Figure 1. Pin placement.
Drawn at 3 px/um. Pins as bars across the die edge, other pins in grey.
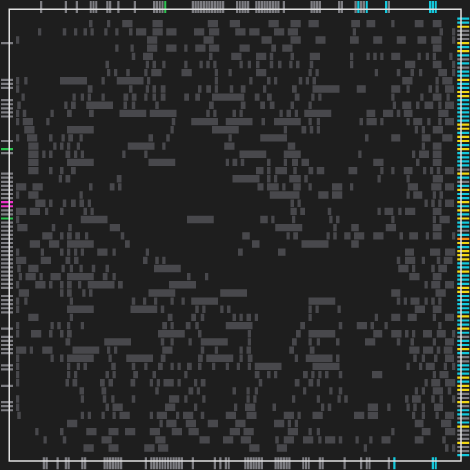
Figure 2. Wiring heat map.
Drawn at 2 px/um. 30 x 30 tiles, from dark blue (low) to red (high), scaled to the fullest tile. Values are wire area over tile area, all layers added.
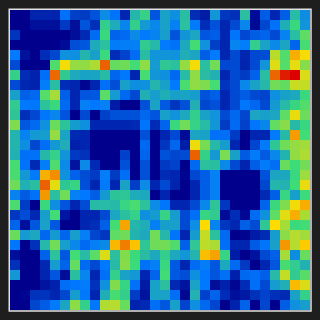
Figure 3. Routing congestion map.
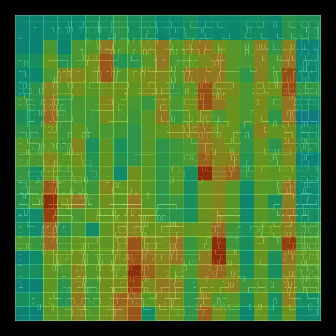
Figure 4. Metal 3.
Drawn at 3 px/um.
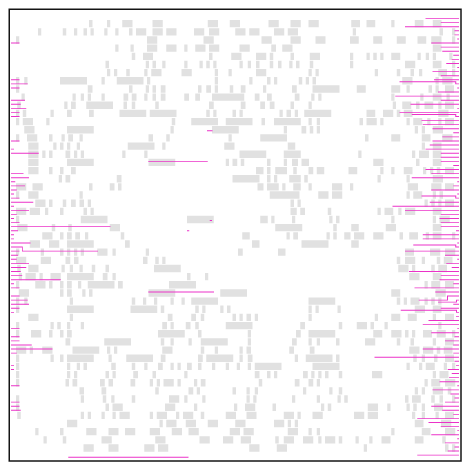
Figure 5. Signal wires on met2.
Drawn at 3 px/um.
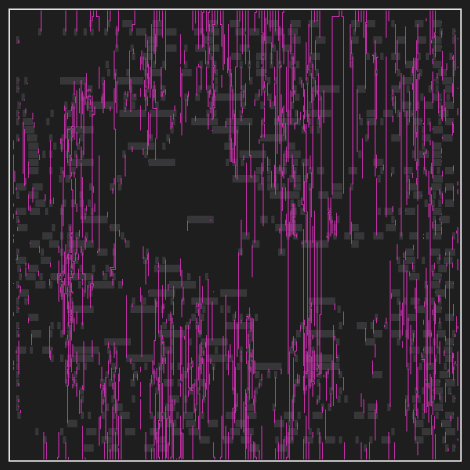
**src/rtl/dev_reshuffler_csr_arbiter.sv**
```systemverilog
// Round-robin arbiter sharing one CSR manager port between NumReq requesters, one transaction in flight.
// Optional per-requester grant counters are built when DEV_RESHUFFLER_CSR_ARB_PERF_EN is defined.
`default_nettype none

module dev_reshuffler_csr_arbiter #(
  parameter int NumReq       = 2,
  parameter int RegCount     = 8,
  parameter int RegDataWidth = 32,
  parameter int RegAddrWidth = $clog2(RegCount)
) (
  input  logic                                   clk_i,
  input  logic                                   rst_ni,
  input  logic [NumReq-1:0][RegAddrWidth-1:0]    req_addr_i,
  input  logic [NumReq-1:0][RegDataWidth-1:0]    req_wr_data_i,
  input  logic [NumReq-1:0]                      req_wr_en_i,
  input  logic [NumReq-1:0]                      req_valid_i,
  output logic [NumReq-1:0]                      req_ready_o,
  output logic [NumReq-1:0][RegDataWidth-1:0]    rsp_data_o,
  output logic [NumReq-1:0]                      rsp_valid_o,
  input  logic [NumReq-1:0]                      rsp_ready_i,
  output logic [RegAddrWidth-1:0]                csr_addr_o,
  output logic [RegDataWidth-1:0]                csr_wr_data_o,
  output logic                                   csr_wr_en_o,
  output logic                                   csr_req_valid_o,
  input  logic                                   csr_req_ready_i,
  input  logic [RegDataWidth-1:0]                csr_rd_data_i,
  input  logic                                   csr_rsp_valid_i,
  output logic                                   csr_rsp_ready_o,
  output logic [NumReq-1:0][31:0]                perf_grant_cnt_o
);

  localparam int PtrW = (NumReq > 1) ? $clog2(NumReq) : 1;

  typedef enum logic [1:0] {
    IDLE = 2'd0,
    REQ  = 2'd1,
    RSP  = 2'd2
  } state_e;

  state_e                  state;
  logic [PtrW-1:0]         rr_ptr;
  logic [PtrW-1:0]         owner;
  logic [PtrW-1:0]         winner;
  logic [PtrW-1:0]         next_ptr;
  logic                    found;
  logic                    in_idle;
  logic                    in_req;
  logic                    in_rsp;
  logic                    accept;
  int                      cand;
  logic [RegAddrWidth-1:0] hold_addr;
  logic [RegDataWidth-1:0] hold_wdata;
  logic                    hold_wen;

  // Search starts at rr_ptr and wraps with a true modulo, so non-power-of-2 NumReq works.
  always_comb begin
    found  = 1'b0;
    winner = '0;
    cand   = 0;
    for (int k = 0; k < NumReq; k++) begin
      cand = int'(rr_ptr) + k;
      if (cand >= NumReq) cand = cand - NumReq;
      if (!found && req_valid_i[cand[PtrW-1:0]]) begin
        found  = 1'b1;
        winner = cand[PtrW-1:0];
      end
    end
  end

  assign next_ptr = (owner == PtrW'(NumReq - 1)) ? '0 : owner + 1'b1;

  // Gating on rst_ni keeps req_ready_o low while reset is held, not just after the first edge.
  assign in_idle = (state == IDLE) && rst_ni;
  assign in_req  = (state == REQ);
  assign in_rsp  = (state == RSP);
  assign accept  = in_idle && found;

  always_ff @(posedge clk_i or negedge rst_ni) begin
    if (!rst_ni) begin
      state      <= IDLE;
      rr_ptr     <= '0;
      owner      <= '0;
      hold_addr  <= '0;
      hold_wdata <= '0;
      hold_wen   <= 1'b0;
    end else begin
      case (state)
        IDLE: begin
          if (found) begin
            hold_addr  <= req_addr_i[winner];
            hold_wdata <= req_wr_data_i[winner];
            hold_wen   <= req_wr_en_i[winner];
            owner      <= winner;
            state      <= REQ;
          end
        end
        REQ: begin
          if (csr_req_ready_i) state <= RSP;
        end
        RSP: begin
          if (csr_rsp_valid_i && rsp_ready_i[owner]) begin
            rr_ptr <= next_ptr;
            state  <= IDLE;
          end
        end
        default: state <= IDLE;
      endcase
    end
  end

  always_comb begin
    req_ready_o = '0;
    rsp_valid_o = '0;
    rsp_data_o  = '0;
    for (int i = 0; i < NumReq; i++) begin
      req_ready_o[i] = accept && (winner == PtrW'(i));
      if (in_rsp && (owner == PtrW'(i))) begin
        rsp_valid_o[i] = csr_rsp_valid_i;
        rsp_data_o[i]  = csr_rd_data_i;
      end
    end
  end

  assign csr_req_valid_o = in_req;
  assign csr_addr_o      = in_req ? hold_addr  : '0;
  assign csr_wr_data_o   = in_req ? hold_wdata : '0;
  assign csr_wr_en_o     = in_req && hold_wen;
  // A response arriving outside RSP is left pending at the manager.
  assign csr_rsp_ready_o = in_rsp && rsp_ready_i[owner];

`ifdef DEV_RESHUFFLER_CSR_ARB_PERF_EN
  logic [NumReq-1:0][31:0] grant_cnt;

  always_ff @(posedge clk_i or negedge rst_ni) begin
    if (!rst_ni) begin
      grant_cnt <= '0;
    end else if (accept) begin
      grant_cnt[winner] <= grant_cnt[winner] + 32'd1;
    end
  end

  assign perf_grant_cnt_o = grant_cnt;
`else
  assign perf_grant_cnt_o = '0;
`endif

endmodule

`default_nettype wire

```
**config.mk**
```make
export PLATFORM = sky130hd
export DESIGN_NAME = dev_reshuffler_csr_arbiter
export DESIGN_NICKNAME = d
export VERILOG_FILES = /design/src/rtl/dev_reshuffler_csr_arbiter.sv
export SDC_FILE = /design/constraint.sdc
export NUM_CORES = 1
export LEC_CHECK = 0
export ABC_AREA = 1
export CAP_MARGIN = 25
export CELL_PAD_IN_SITES_DETAIL_PLACEMENT = 1
export CELL_PAD_IN_SITES_GLOBAL_PLACEMENT = 2
export CORE_MARGIN = 1
export CORE_UTILIZATION = 16
export DETAILED_ROUTE_END_ITERATION = 6
export PLACE_DENSITY_LB_ADDON = 0.1
export SLEW_MARGIN = 15
export SYNTH_ARGS = -nofsm -noshare
export SYNTH_HDL_FRONTEND = slang
export SYNTH_SLANG_ARGS = --single-unit
```
**constraint.sdc**
```tcl
create_clock -name clk_i -period 2.37 [get_ports clk_i]
set_clock_uncertainty 0.2 [all_clocks]
set_input_delay 0.237 -clock clk_i [delete_from_list [all_inputs] [get_ports clk_i]]
set_output_delay 0.237 -clock clk_i [all_outputs]
set_load 0.02 [all_outputs]
```
==> impl_metrics.toml <==
# implementation run metrics
[die]
share_of_the_core_filled_by_cells_before_placement_pct = 16.5
placementRows = 53
die_height_um = 150
tap-cell-count = 275

[yosys]
yosysWarnings = 0
synth-cells-yosys = 590
edf_count = 0
xor_share_pct = 0
post_synth_mux_area_share_pct = 0
numSynthFlops = 40
common_cells = "inv_1 (147), nand2_1 (122), nor2_1 (105)"
post-synth-top-area-fraction_pct = 28.5
synth_cells = 590

[place]
place_inst = 1065
placement.setup.worst_slack_ns = -0.0417

[pwr]
total_power_mw = 5.11
comb_cell_power_mw = 3.11
power_frac_comb_pct = 61.0
power.density_cell_area_nw_per_um2 = 880
power_sequential_mw = 1.22
power_leader = "combinational logic"
power.share.sequential_pct = 23.8
vdd.ir_drop.worst_uv = 302
clock_group_total_power_uw = 776

[timing]
tightestPinTransition_ns = 0.549
timing.final.max_slew_violations = 0
final_critical_path_setup_slack_ns = 0.104
finalHoldViolations = 0
timing.slew.headroom_pct = 63.4
clock.fmax_mhz = 441
final_setup_violation_count = 0
final_critical_path_required_period_ns = 2.27

[clocking]
post-cts-setup-buffers = 0
numCtsBuffers = 5
ctsHoldBuffers = 1
clockRootBuffer = "clkbuf_16"

[cells_and_area]
syn2layout_area_growth_pct = 65.5
final-comb-area_um2 = 1540
final_instance_count_excl_fillers = 1075
final.fill_count = 2700
comb_area_share_pct = 26.6
clock_buffers = 6

[detailed_routing]
drtAntennaViolNets = 0
avgRoutedWirePerCell_um = 13.2
drcViolationCount = 0
first_iter_violations = 86
drt-total-wl_um = 14200

[worst_setup_path]
worstPathRequired_ns = 1.93
critPathTopFamily = "buffers and inverters"
critPathCapture = "csr_wr_data_o[0]"
critical_path_arrival_ns = 1.83
cell_breakdown_of_the_critical_path = "inv_2 -> nand2_2 -> buf_4 -> nor2_1 -> clkdlybuf4s50_1"
setup_slack_reg_to_reg_ns = 0.79

[run]
warning_count = 26

[grt]
track_usage_pct = 12.6

[hold_path]
worstHoldPathType = "in2reg"

[outcome]
status = "completed"
-- Figure 1 (at the start) --
cyan -> rsp_data_o  # pins 64, direction output, edge 55 right, 6 top, 3 bottom
green -> csr_addr_o  # pins 3, direction output, edge 2 left, 1 top
yellow -> csr_rd_data_i  # pins 32, direction input, edge right
magenta -> req_wr_en_i  # pins 2, direction input, edge left
orange -> csr_rsp_valid_i  # pins 1, direction input, edge right

-- Figure 2 (at the start) --
densest ninth of the die = bottom centre
nearly empty tiles = 11%
mean over tiles = 0.10
fullest tile = 0.36
tiles over half the peak = 15%

-- Figure 3 (at the start) --
layer with the highest usage: met2
met2 Track Usage GR: 24.5%

-- Figure 4 (at the start) --
share of all routed wire = 7.8%
longest straight run = 39.8 um

-- Figure 5 (at the start) --
nets with wire on the layer = 788
share of all routed wire = 53%
longest straight run = 72.6 um
wire length on this layer = 7540 um
main direction = vertical

